$ cat src/rtl/alu_sched_pkg.sv
// alu_sched_pkg: scheduler FSM states, default ALU widths and the opcode encoding shared with alu_fsm
package alu_sched_pkg;
  typedef enum logic [1:0] {IDLE, ISSUE, WAIT, RESP} sched_state_t;
  localparam int DEF_OP_W = 3;
  localparam int DEF_DATA_W = 4;
  localparam logic [DEF_OP_W-1:0] OP_ADD = 3'd0;
  localparam logic [DEF_OP_W-1:0] OP_SUB = 3'd1;
  localparam logic [DEF_OP_W-1:0] OP_AND = 3'd2;
  localparam logic [DEF_OP_W-1:0] OP_OR  = 3'd3;
  localparam logic [DEF_OP_W-1:0] OP_XOR = 3'd4;
  localparam logic [DEF_OP_W-1:0] OP_NOT = 3'd5;
  localparam logic [DEF_OP_W-1:0] OP_SHL = 3'd6;
  localparam logic [DEF_OP_W-1:0] OP_SHR = 3'd7;
endpackage

$ cat src/rtl/alu_rr_scheduler_arbiter.sv
// rr_arbiter: combinational one-hot round-robin grant (req, ptr in; gnt out), searching upward from ptr+1 with wrap
module rr_arbiter #(
  parameter int N = 4,
  localparam int PW = $clog2(N)
) (
  input  logic [N-1:0]  req,
  input  logic [PW-1:0] ptr,
  output logic [N-1:0]  gnt
);
  logic [PW:0]  s;
  logic [N-1:0] rot;
  logic [N-1:0] low;
  assign s = {1'b0, ptr} + (PW+1)'(1);
  assign rot = N'({req, req} >> s);
  assign low = rot & (~rot + N'(1));
  assign gnt = N'((({low, low}) << s) >> N);
endmodule

$ cat src/rtl/alu_rr_scheduler.sv
// alu_rr_scheduler: round-robin sharing of one alu_fsm among NUM_REQ requesters (req_* in/ready out, rsp_* out, alu_* to/from the ALU, busy)
module alu_rr_scheduler
  import alu_sched_pkg::*;
#(
  parameter int NUM_REQ = 4,
  parameter int OP_W = DEF_OP_W,
  parameter int DATA_W = DEF_DATA_W,
  parameter int TIMEOUT_CYC = 16
) (
  input  logic                      clk,
  input  logic                      rst_n,
  input  logic [NUM_REQ-1:0]        req_valid,
  output logic [NUM_REQ-1:0]        req_ready,
  input  logic [NUM_REQ*OP_W-1:0]   req_opcode,
  input  logic [NUM_REQ*DATA_W-1:0] req_a,
  input  logic [NUM_REQ*DATA_W-1:0] req_b,
  output logic [NUM_REQ-1:0]        rsp_valid,
  output logic [DATA_W-1:0]         rsp_result,
  output logic                      rsp_error,
  output logic                      alu_start,
  output logic [OP_W-1:0]           alu_opcode,
  output logic [DATA_W-1:0]         alu_a,
  output logic [DATA_W-1:0]         alu_b,
  input  logic                      alu_done,
  input  logic [DATA_W-1:0]         alu_result,
  output logic                      busy
);
  localparam int IW = $clog2(NUM_REQ);
  localparam int TW = $clog2(TIMEOUT_CYC);
  sched_state_t state_q, state_d;
  logic [IW-1:0] ptr_q, ptr_d, idx_q, idx_d, win;
  logic [TW-1:0] timer_q, timer_d;
  logic [NUM_REQ-1:0] gnt, rsp_valid_q, rsp_valid_d;
  logic [OP_W-1:0] alu_opcode_q, alu_opcode_d;
  logic [DATA_W-1:0] alu_a_q, alu_a_d, alu_b_q, alu_b_d, rsp_result_q, rsp_result_d;
  logic alu_start_q, alu_start_d, rsp_error_q, rsp_error_d, busy_q, busy_d;
  rr_arbiter #(.N(NUM_REQ)) u_arb (.req(req_valid), .ptr(ptr_q), .gnt(gnt));
  assign req_ready = (state_q == IDLE) ? gnt : '0;
  always_comb begin
    win = '0;
    for (int i = 0; i < NUM_REQ; i++) if (gnt[i]) win = IW'(i);
  end
  always_comb begin
    state_d = state_q;
    ptr_d = ptr_q;
    idx_d = idx_q;
    timer_d = timer_q;
    alu_start_d = 1'b0;
    alu_opcode_d = alu_opcode_q;
    alu_a_d = alu_a_q;
    alu_b_d = alu_b_q;
    rsp_valid_d = '0;
    rsp_result_d = '0;
    rsp_error_d = 1'b0;
    case (state_q)
      IDLE: if (|req_ready) begin
        state_d = ISSUE;
        idx_d = win;
        alu_start_d = 1'b1;
        alu_opcode_d = req_opcode[win*OP_W +: OP_W];
        alu_a_d = req_a[win*DATA_W +: DATA_W];
        alu_b_d = req_b[win*DATA_W +: DATA_W];
      end
      ISSUE: begin
        state_d = WAIT;
        timer_d = '0;
      end
      WAIT: if (alu_done || timer_q == TW'(TIMEOUT_CYC-1)) begin
        state_d = RESP;
        rsp_valid_d = NUM_REQ'(1) << idx_q;
        rsp_error_d = !alu_done;
        rsp_result_d = alu_done ? alu_result : '0;
      end else timer_d = timer_q + TW'(1);
      RESP: begin
        state_d = IDLE;
        ptr_d = idx_q;
      end
    endcase
    busy_d = state_d != IDLE;
  end
  always_ff @(posedge clk or negedge rst_n) begin
    if (!rst_n) begin
      state_q <= IDLE;
      ptr_q <= IW'(NUM_REQ-1);
      idx_q <= '0;
      timer_q <= '0;
      alu_start_q <= 1'b0;
      alu_opcode_q <= '0;
      alu_a_q <= '0;
      alu_b_q <= '0;
      rsp_valid_q <= '0;
      rsp_result_q <= '0;
      rsp_error_q <= 1'b0;
      busy_q <= 1'b0;
    end else begin
      state_q <= state_d;
      ptr_q <= ptr_d;
      idx_q <= idx_d;
      timer_q <= timer_d;
      alu_start_q <= alu_start_d;
      alu_opcode_q <= alu_opcode_d;
      alu_a_q <= alu_a_d;
      alu_b_q <= alu_b_d;
      rsp_valid_q <= rsp_valid_d;
      rsp_result_q <= rsp_result_d;
      rsp_error_q <= rsp_error_d;
      busy_q <= busy_d;
    end
  end
  assign alu_start = alu_start_q;
  assign alu_opcode = alu_opcode_q;
  assign alu_a = alu_a_q;
  assign alu_b = alu_b_q;
  assign rsp_valid = rsp_valid_q;
  assign rsp_result = rsp_result_q;
  assign rsp_error = rsp_error_q;
  assign busy = busy_q;
endmodule

$ cat config.mk
export PLATFORM = sky130hd
export DESIGN_NAME = alu_rr_scheduler
export DESIGN_NICKNAME = d
export VERILOG_FILES = /design/src/rtl/alu_sched_pkg.sv /design/src/rtl/alu_rr_scheduler_arbiter.sv /design/src/rtl/alu_rr_scheduler.sv
export SDC_FILE = /design/constraint.sdc
export NUM_CORES = 1
export LEC_CHECK = 0
export CAP_MARGIN = 40
export CELL_PAD_IN_SITES_DETAIL_PLACEMENT = 2
export CELL_PAD_IN_SITES_GLOBAL_PLACEMENT = 2
export CORE_ASPECT_RATIO = 1.1
export CORE_UTILIZATION = 30
export DETAILED_ROUTE_END_ITERATION = 12
export PLACE_DENSITY = 0.9
export REMOVE_ABC_BUFFERS = 1
export SLEW_MARGIN = 25
export SYNTH_ARGS = -nofsm -noshare
export SYNTH_HDL_FRONTEND = slang
export SYNTH_SLANG_ARGS = --single-unit
$ cat constraint.sdc
create_clock -name clk -period 6 [get_ports clk]
set_input_delay 1.2 -clock clk [delete_from_list [all_inputs] [get_ports clk]]
set_output_delay 1.2 -clock clk [all_outputs]
set_load 0.05 [all_outputs]
Port wiring:
Scale bar: 20 µm.
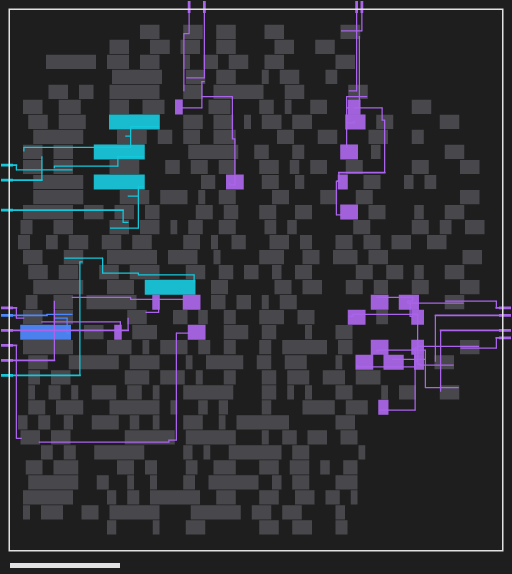
[req_opcode] purple | direction: input | edge: 4 right, 4 left, 4 top | end cells: 21 | buffers: 12 | wire: 481 µm
[alu_a] cyan | direction: output | edge: left | end cells: 4 | buffers: 4 | wire: 169 µm
[rsp_error] blue | direction: output | edge: left | end cells: 1 | buffers: 1 | wire: 16.5 µm

Placement by cell class:
Fill, decap, tap and diode cells in grey.
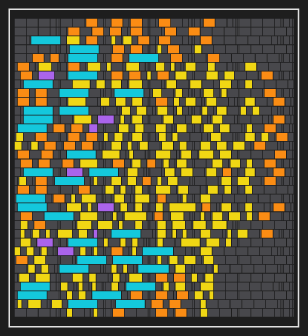
[clock drivers and dummy loads] purple | cells: 8 | share of their area: 2.8%
[remaining logic cells] yellow | cells: 206 | share of their area: 48%
[remaining buffers and delay cells] orange | cells: 87 | share of their area: 25%
[registers] cyan | cells: 32 | share of their area: 24%

Cell placement:
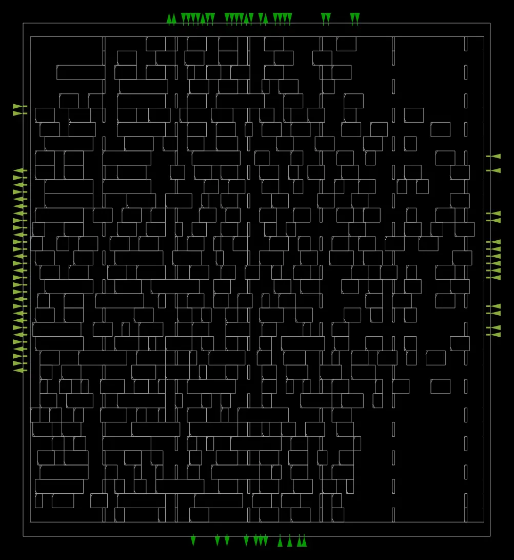
Final Util: 43.7%
TAP cells: 108
flip-flops: 32
cell row count: 34

Cells by drive strength:
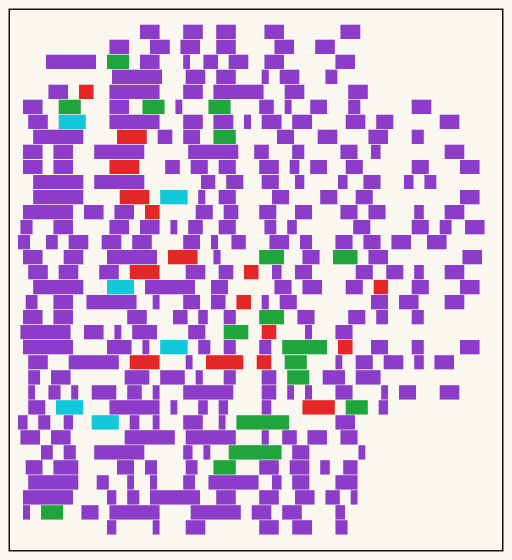
[x3 and x4] red | cells: 16
[x6 and larger] cyan | cells: 6
[x2] green | cells: 17
[x1 and smaller] purple | cells: 294

==> metrics.cfg <==
[global_routing]
gr-total-overflow=0
grtUsageTotal_pct=22.6

[synthesis]
synth-edff-count=0
async_flop_share_pct=100
mux_share_pct=9.40
syn_area_per_cell_um2=9.62
logic_family=AND-OR/OR-AND gates
ys_seq_elements=32
synth_area_um2=2500
synth_seq_share_pct=32.1
yosysCellCount=260
ys_sh_simple_pct=20.8

[hold_path]
hold_path_startpoint=idx_q[0]

[power_and_ir_drop]
switching_share_pct=52.2
pwr-share-clk_pct=8.6
combPwrFrac_pct=72.7
power.leakage_nw=1.35
comb_cell_power_mw=1.49
powerClk_uw=176
maxPowerGroup=combinational logic

[timing]
worst_pin_slew_ps=633
min_period_over_period_pct=89.5
finalHoldViolCount=0
maxSlewHeadroom_pct=57.7
rsz0062_at_grt=no
max_freq_mhz=186
finalSetupViolations=0
period_needed_ps=5370
fin_setup_tns_ps=0

[finish]
instances_no_fill=441
fillerInstances=876
sh_seq_area_pct=23.0
final_common_cell=clkdlybuf4s50_1
final_nets=394
lay_top_cells=clkdlybuf4s50_1 (80), dfrtp_1 (30), nand2_1 (17)
antenna_cells=0
seq_area_um2=803
comb-cell-share_pct=44.9
area_dominant_class=logic gates
areaGrowthSynthToFinish_pct=39.6

[flow_run]
max-cap-violations=0
warnings=29

[drt]
ant_nets=0
top_layer_used=met4
drt_iter0_drc=95
dr_wl_met3_um=495
vias=2568

[worst_setup_path]
crit_chain=clkdlybuf4s50_1, or3b_1, a2111o_1, nand4_1, buf_4, and3_1, clkdlybuf4s50_1
reg2regPathDepth=6
rrSetupSlack_ps=2320
cp-endpoint=req_ready[2]
required_ps=4800
worst-setup-path-type=primary input to output pin

[clocking]
cts_tree=done
cts_resized=0
clkSinkCount=32
cts_buffer_depth=2
cts_hold_buf=0
postCtsSetupRepairBufs=0

[place]
placed_cells=432
dpl.hpwl_um=6780
place.gp.congestion=0.746
port_buffers=80

[floorplan]
initial_core_util_pct=31.3
core_area_um2=8000

[run_status]
status=finished, final reports clean

## worst max-delay path: cells and delay by family
kind                   cells  cell delay [ps]
AND/OR/NAND/NOR            3              740
AND-OR/OR-AND              1              630
buffers and inverters      3             1590
## stage by stage
step                setup slack (ps)  util [%]  total power [mW]
floorplan                       1590         -              1.36
global placement                 677      42.3              1.80
detailed placement               626      42.3              1.86
CTS                              618      43.5              2.06
global route                     500      43.7              2.19
finish                           629      43.7              2.05
## synth_stat cells (11+ instances only)
master	n	area share, %
a2111oi_0	12	4.2
a311o_1	11	4.4
a311oi_1	11	3.8
and2_1	12	3.0
and4_1	11	3.8
clkbuf_1	17	2.5
dfrtp_1	30	30
nand2_1	17	2.5
nand3_1	12	2.4
o211ai_1	11	3.3
o21ai_0	11	2.2
o311ai_0	11	3.8
No activity file was given, so power comes from the tool's default toggle rates.
